## config.mk

```make
export PLATFORM = sky130hd
export DESIGN_NAME = pipe_stage_reg
export DESIGN_NICKNAME = d
export VERILOG_FILES = /design/src/rtl/pipe_stage_reg.sv
export SDC_FILE = /design/constraint.sdc
export NUM_CORES = 1
export LEC_CHECK = 0
export ABC_AREA = 1
export ABC_CLOCK_PERIOD_IN_PS = 10500
export CORE_MARGIN = 4
export CORE_UTILIZATION = 51
export DETAILED_ROUTE_END_ITERATION = 16
export GPL_TIMING_DRIVEN = 0
export PLACE_DENSITY = 0.8
export SYNTH_ARGS = -nofsm -noshare
export SYNTH_HDL_FRONTEND = slang
export SYNTH_SLANG_ARGS = --single-unit
```

## constraint.sdc

```tcl
create_clock -name clk -period 10.5 [get_ports clk]
set_clock_uncertainty 0.1 [all_clocks]
set_input_delay 1.05 -clock clk [delete_from_list [all_inputs] [get_ports clk]]
set_output_delay 1.05 -clock clk [all_outputs]
set_load 0.02 [all_outputs]
```

## src/rtl/pipe_stage_reg.sv

```systemverilog
// Elastic pipeline-stage register: valid/ready handshake with optional skid entry,
// control field forced safe on bubble/flush, saturating backpressure counter.
module pipe_stage_reg #(
  parameter int unsigned       DATA_W            = 96,
  parameter int unsigned       CTRL_W            = 16,
  parameter logic [CTRL_W-1:0] CTRL_RESET        = '0,
  parameter bit                SKID_EN           = 1'b1,
  parameter bit                FLUSH_CLEARS_DATA = 1'b0
) (
  input  logic              clk,
  input  logic              reset,
  input  logic              enable,
  input  logic              flush,
  input  logic              in_valid,
  output logic              in_ready,
  input  logic [CTRL_W-1:0] in_ctrl,
  input  logic [DATA_W-1:0] in_data,
  output logic              out_valid,
  input  logic              out_ready,
  output logic [CTRL_W-1:0] out_ctrl,
  output logic [DATA_W-1:0] out_data,
  output logic [1:0]        occupancy,
  output logic [15:0]       stall_cycles
);

  localparam int unsigned OCC_W   = 2;
  localparam int unsigned STALL_W = 16;

  logic              main_valid_q, main_valid_d;
  logic [CTRL_W-1:0] main_ctrl_q,  main_ctrl_d;
  logic [DATA_W-1:0] main_data_q,  main_data_d;
  logic              skid_valid_q, skid_valid_d;
  logic [CTRL_W-1:0] skid_ctrl_q,  skid_ctrl_d;
  logic [DATA_W-1:0] skid_data_q,  skid_data_d;
  logic [OCC_W-1:0]  occ_q,        occ_d;
  logic [STALL_W-1:0] stall_q,     stall_d;

  logic in_xfer;
  logic main_load;

  // With a skid entry, in_ready depends only on registered state.
  always_comb begin
    in_ready = 1'b0;
    if (!reset && enable && !flush) begin
      if (SKID_EN) in_ready = !skid_valid_q;
      else         in_ready = !main_valid_q || out_ready;
    end
  end

  assign in_xfer   = in_valid && in_ready;
  assign main_load = !main_valid_q || out_ready;

  // Next-state: flush beats advance; skid drains into main before new input.
  always_comb begin
    main_valid_d = main_valid_q;
    main_ctrl_d  = main_ctrl_q;
    main_data_d  = main_data_q;
    skid_valid_d = skid_valid_q;
    skid_ctrl_d  = skid_ctrl_q;
    skid_data_d  = skid_data_q;
    stall_d      = stall_q;
    if (enable) begin
      if (flush) begin
        main_valid_d = 1'b0;
        skid_valid_d = 1'b0;
        main_ctrl_d  = CTRL_RESET;
        if (FLUSH_CLEARS_DATA) begin
          main_data_d = '0;
          skid_data_d = '0;
        end
      end else begin
        if (main_load) begin
          if (skid_valid_q) begin
            main_valid_d = 1'b1;
            main_ctrl_d  = skid_ctrl_q;
            main_data_d  = skid_data_q;
            skid_valid_d = 1'b0;
          end else if (in_xfer) begin
            main_valid_d = 1'b1;
            main_ctrl_d  = in_ctrl;
            main_data_d  = in_data;
          end else begin
            main_valid_d = 1'b0;
            main_ctrl_d  = CTRL_RESET;
          end
        end else if (in_xfer && SKID_EN) begin
          skid_valid_d = 1'b1;
          skid_ctrl_d  = in_ctrl;
          skid_data_d  = in_data;
        end
        if (main_valid_q && !out_ready && (stall_q != '1)) begin
          stall_d = stall_q + STALL_W'(1);
        end
      end
    end
    occ_d = OCC_W'(main_valid_d) + OCC_W'(skid_valid_d);
  end

  always_ff @(posedge clk or posedge reset) begin
    if (reset) begin
      main_valid_q <= 1'b0;
      main_ctrl_q  <= CTRL_RESET;
      main_data_q  <= '0;
      skid_valid_q <= 1'b0;
      skid_ctrl_q  <= '0;
      skid_data_q  <= '0;
      occ_q        <= '0;
      stall_q      <= '0;
    end else begin
      main_valid_q <= main_valid_d;
      main_ctrl_q  <= main_ctrl_d;
      main_data_q  <= main_data_d;
      skid_valid_q <= skid_valid_d;
      skid_ctrl_q  <= skid_ctrl_d;
      skid_data_q  <= skid_data_d;
      occ_q        <= occ_d;
      stall_q      <= stall_d;
    end
  end

  assign out_valid    = main_valid_q;
  assign out_ctrl     = main_ctrl_q;
  assign out_data     = main_data_q;
  assign occupancy    = occ_q;
  assign stall_cycles = stall_q;

endmodule

```

==> results.sh, run 1 <==
# yosys + openroad results
export IMPL_ctsLongestPathBuffers=3
export IMPL_nNonClkBuffers=334
export IMPL_p_comb_frac=0.193
export IMPL_hold_buffers=0
export IMPL_status="finished clean"
export IMPL_nets=1789
export IMPL_ys_sh_adder=0.002276
export IMPL_ys_seq_elements=244
export IMPL_postSynthAreaPerCell_um2=7.898
export IMPL_top_area_cell="dfrtp_1"
export IMPL_vias=10151
export IMPL_yosys_top_cells_count="nand2_1, dfrtp_1, o21ai_0"
export IMPL_portBuffers=248
export IMPL_path_class="primary input to primary output"
export IMPL_synth_logic_top_family="simple AND/OR/NAND/NOR gates"
export IMPL_die_y_um=154.8
export IMPL_root_buffer="clkbuf_16"
export IMPL_rsz0062_at_grt="false"
export IMPL_postSynthSeqShare=0.5554
export IMPL_grt_pass1_vias=10102
export IMPL_cts_sinks=244
export IMPL_finalClockPeriodUsage=0.4194
export IMPL_flop_cell="dfrtp_1"
export IMPL_layoutNonFillerInstCount=1964
export IMPL_postSynth_asyncResetShare=1.000
export IMPL_area_delta_synth_final_pct=34.44
export IMPL_dpl_cell_count=1916
export IMPL_synth_area_um2=10990
export IMPL_final_hold_viol_count=0
export IMPL_clk_pin_slew_ns=0.05
export IMPL_grt_pass1_wl_mm=50.11
export IMPL_ir_drop_v=0.0001609
export IMPL_comb_share=0.2722
export IMPL_arrival_ns=3.25
export IMPL_buffer_area_frac=0.1958
export IMPL_ff_latch_area_um2=6106
-- run 1: through the flow --
stage	power, W	setup TNS, ns	setup slack, ns
after global placement	0.001602	-89.85	-0.3791
after floorplan	0.001340	0	2.648
final	0.002573	0	6.096
after CTS	0.002593	0	6.148
after global routing	0.002683	0	6.002
after detailed placement	0.001615	0	6.165
-- run 1: metal layers --
layer,global-route usage,wire length (µm)
met3,0.04561,2259
met4,0.09209,1074
met2,0.4162,14570
met5,0,0
met1,0.3407,12610
-- run 1: critical path, stage by stage --
cell	delay [ns]
clkdlybuf4s50_1	0.55
nor3_4	0.49
clkbuf_1	0.43
clkdlybuf4s50_1	0.74
-- run 1: sequential cells by signal, summed over array words and instances (netlist names), named ones only --
signal	count
out_data	96
skid_data_q	96
out_ctrl	16
skid_ctrl_q	16
stall_cycles	16
occupancy	2
out_valid	1
### Floorplan with the power grid, run 1

Scale bar: 50 µm. Pins as bars on the die edge.
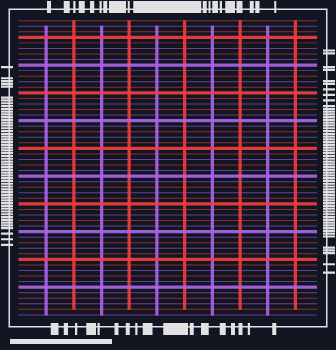
Key: VDD = red; VSS = purple
250 signal pins sit on the boundary. The core has 53 rows. 10 straps on met5. 54 met1 rails follow the rows.

### Placed cells, one color a class, run 1

Fill, decap, tap and diode cells in gray.
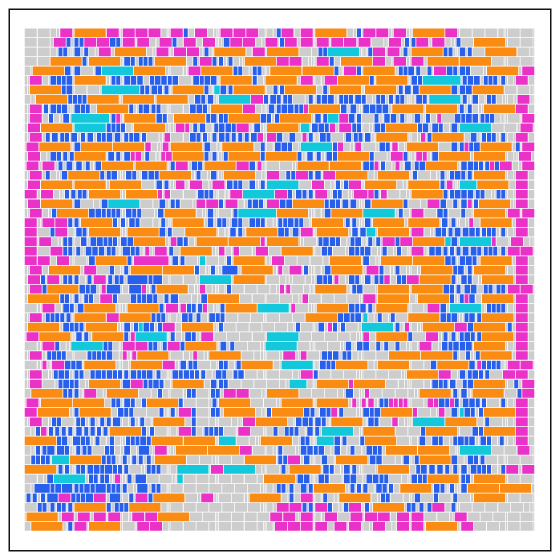
Key: all other logic = blue [cells 1,063, share of their area 31%]; clock drivers and dummy loads = cyan [cells 46, share of their area 6.4%]; flip-flops = orange [cells 244, share of their area 42%]; other buffers and delay cells = magenta [cells 334, share of their area 20%]
core area: 21,090 µm²
sequential cell area share: 0.4131
Core Util, Final: 0.7009
FP Rows: 53
design area: 14,780 µm²

### Clock wires, drivers and flops, run 1

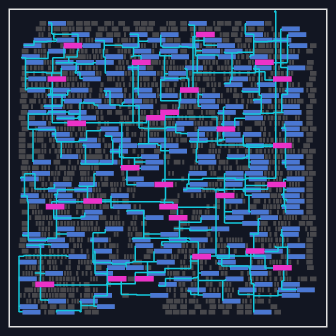
Key: clock wires = cyan [length 3,010 µm]; cells driving clock nets = magenta [count 26]; flip-flops = blue [count 244]
There are 27 routed clock nets. Position of the flops: all over the die.

### Routed metal, one color a layer, run 1

Scale bar: 50 µm. Two of the layers only.
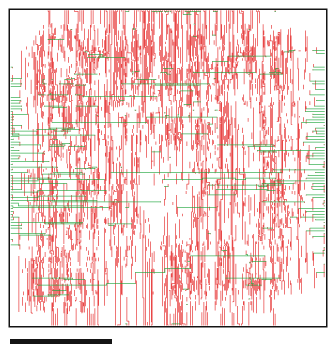

==> run 1 -> run 2 <==
--- a/config.mk
+++ b/config.mk
@@ -6,7 +6,7 @@
 export NUM_CORES = 1
 export LEC_CHECK = 0
 export ABC_AREA = 1
-export ABC_CLOCK_PERIOD_IN_PS = 10500
+export ABC_CLOCK_PERIOD_IN_PS = 4100
 export CORE_MARGIN = 4
 export CORE_UTILIZATION = 51
 export DETAILED_ROUTE_END_ITERATION = 16
==> constraint.sdc (replaced) <==
create_clock -name clk -period 4.1 [get_ports clk]
set_clock_uncertainty 0.1 [all_clocks]
set_input_delay 0.41 -clock clk [delete_from_list [all_inputs] [get_ports clk]]
set_output_delay 0.41 -clock clk [all_outputs]
set_load 0.02 [all_outputs]
### Routed metal, one color a layer, run 2

Scale bar: 50 µm. Two of the layers only.
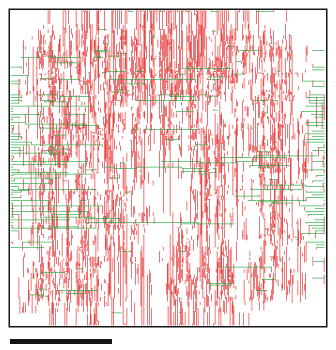
Key: met2 = red [wire length 14,700 µm]; met3 = green [wire length 2,160 µm]

==> results.sh, run 2 <==
# yosys + openroad results
export IMPL_path_class="primary input to primary output"
export IMPL_slowest_stage="clkdlybuf4s50_1"
export IMPL_wire_per_inst_um=15.49
export IMPL_use_met1=0.3366
export IMPL_comb_power_w=0.00128
export IMPL_p_comb_frac=0.199
export IMPL_dr_max_layer_used="met4"
export IMPL_rsz0062_at_grt="false"
export IMPL_postSynthAreaPerCell_um2=7.898
export IMPL_postSynthSeqShare=0.5554
export IMPL_floorplan_core_util=0.5214
export IMPL_flop_cell="dfrtp_1"
export IMPL_postSynth_asyncResetShare=1.000
export IMPL_synth_area_um2=10990
export IMPL_wl_met3_mm=2.161
export IMPL_wl_met1_mm=12.72
export IMPL_ctsLongestPathBuffers=3
export IMPL_crit_top_cell="clkdlybuf4s50_1"
export IMPL_path_cells="clkdlybuf4s50_1 > nand2_1 > nor3_4 > clkbuf_1 > clkdlybuf4s50_1"
export IMPL_die_y_um=154.8
export IMPL_root_buffer="clkbuf_16"
export IMPL_post_route_min_period_ns=3.055
export IMPL_place_ws_ns=1.069
export IMPL_area_delta_synth_final_pct=34.80
export IMPL_critPathLaunchType="primary input"
export IMPL_arrival_ns=2.54
export IMPL_pwr_share_seq=0.436
export IMPL_dpl_cell_count=1921
export IMPL_top_usage_layer="met2"
export IMPL_top_area_cell="dfrtp_1"
export IMPL_ys_sh_adder=0.002276
export IMPL_worst_path_buf_inv=3
export IMPL_power_switching_w=0.001767
export IMPL_hold_ws_ns=0.3127
export IMPL_ys_seq_elements=244
export IMPL_dr_wl_met2_mm=14.68
export IMPL_ir_drop_v=0.0005766
export IMPL_status="finished clean"
export IMPL_grt_pass1_vias=9913
export IMPL_synth_logic_top_family="simple AND/OR/NAND/NOR gates"
export IMPL_clkPwrFrac=0.366
export IMPL_drv_cap=0
export IMPL_worst_slew_pin_slew_ns=0.7569
export IMPL_cts_buffers=26
export IMPL_grt_util_met2=0.4181
export IMPL_grt_use_met3=0.04589
export IMPL_die_w_um=154.8
export IMPL_hold_buffers=0
export IMPL_synth_area_top_cells="dfrtp_1, nand2_1, o21ai_0, nand3_1, inv_1"
export IMPL_edf_count=0
export IMPL_layoutNonFillerInstCount=1970
export IMPL_yosys_top_cells_count="nand2_1, dfrtp_1, o21ai_0"
export IMPL_core_region_area_um2=21090
export IMPL_cts_setup_buffers=0
export IMPL_r2r_end="out_data[0]"
export IMPL_final_hold_viol_count=0
export IMPL_drive_gt1_frac=0.05316
export IMPL_rows=53
export IMPL_seq_power_w=0.00282
export IMPL_portBuffers=248
export IMPL_vias=10186
export IMPL_finalWorstSetupSlack_ns=1.045
export IMPL_nets=1794
export IMPL_finalClockPeriodUsage=0.7451
export IMPL_tns_ns=0
export IMPL_clk_pin_slew_ns=0.06
export IMPL_cp_top_family="buffers and inverters"
export IMPL_total_power_w=0.006471
export IMPL_cts_sinks=244
export IMPL_cellPowerDensity_nw_per_um2=436.6
export IMPL_slowest_delay_ns=0.71
export IMPL_grt_pass1_wl_mm=49.48
export IMPL_antenna_found_initial=1
### Placed cells, one color a class, run 2

Fill, decap, tap and diode cells in gray.
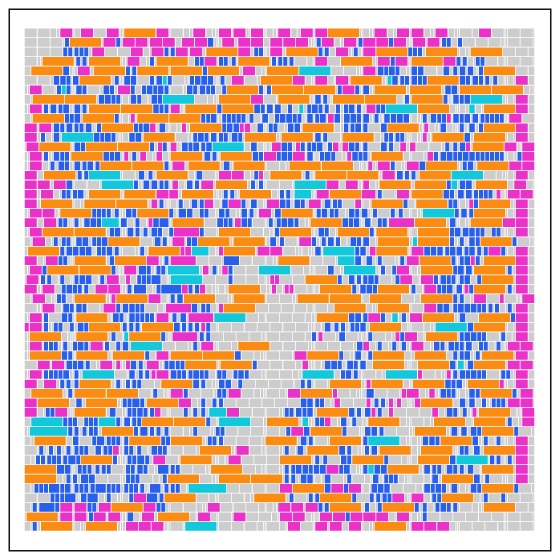
Key: all other logic = blue [cells 1,063, share of their area 31%]; other buffers and delay cells = magenta [cells 339, share of their area 21%]; flip-flops = orange [cells 244, share of their area 42%]; clock drivers and dummy loads = cyan [cells 47, share of their area 6.0%]
Core Util, Final: 0.7028
design area: 14,820 µm²
sequential cell area share: 0.4120

-- run 2: layout make-up --
class | instances | area (µm²)
fillers | 1683 | 6267
flip-flops and latches | 244 | 6106
repair buffers | 254 | 2603
clock buffers | 39 | 780.7
diodes | 2 | 5.005
clock inverters | 8 | 90.09
multi-input cells | 935 | 4024
well taps | 275 | 344.1
plain buffers | 85 | 384.1
inverters | 128 | 484.2
-- run 2: worst max-delay path by stage --
stage	from	to	slack [ns]	cells after the start
floorplan	reset	asynchronous set/reset pin	0.39	1
global placement	reset	out_data[42]	-1.43	2
detailed placement	enable	in_ready	1.07	5
CTS	enable	in_ready	1.04	5
global route	enable	in_ready	0.90	5
finish	enable	in_ready	1.05	5
Power and IR drop assume default switching activity.
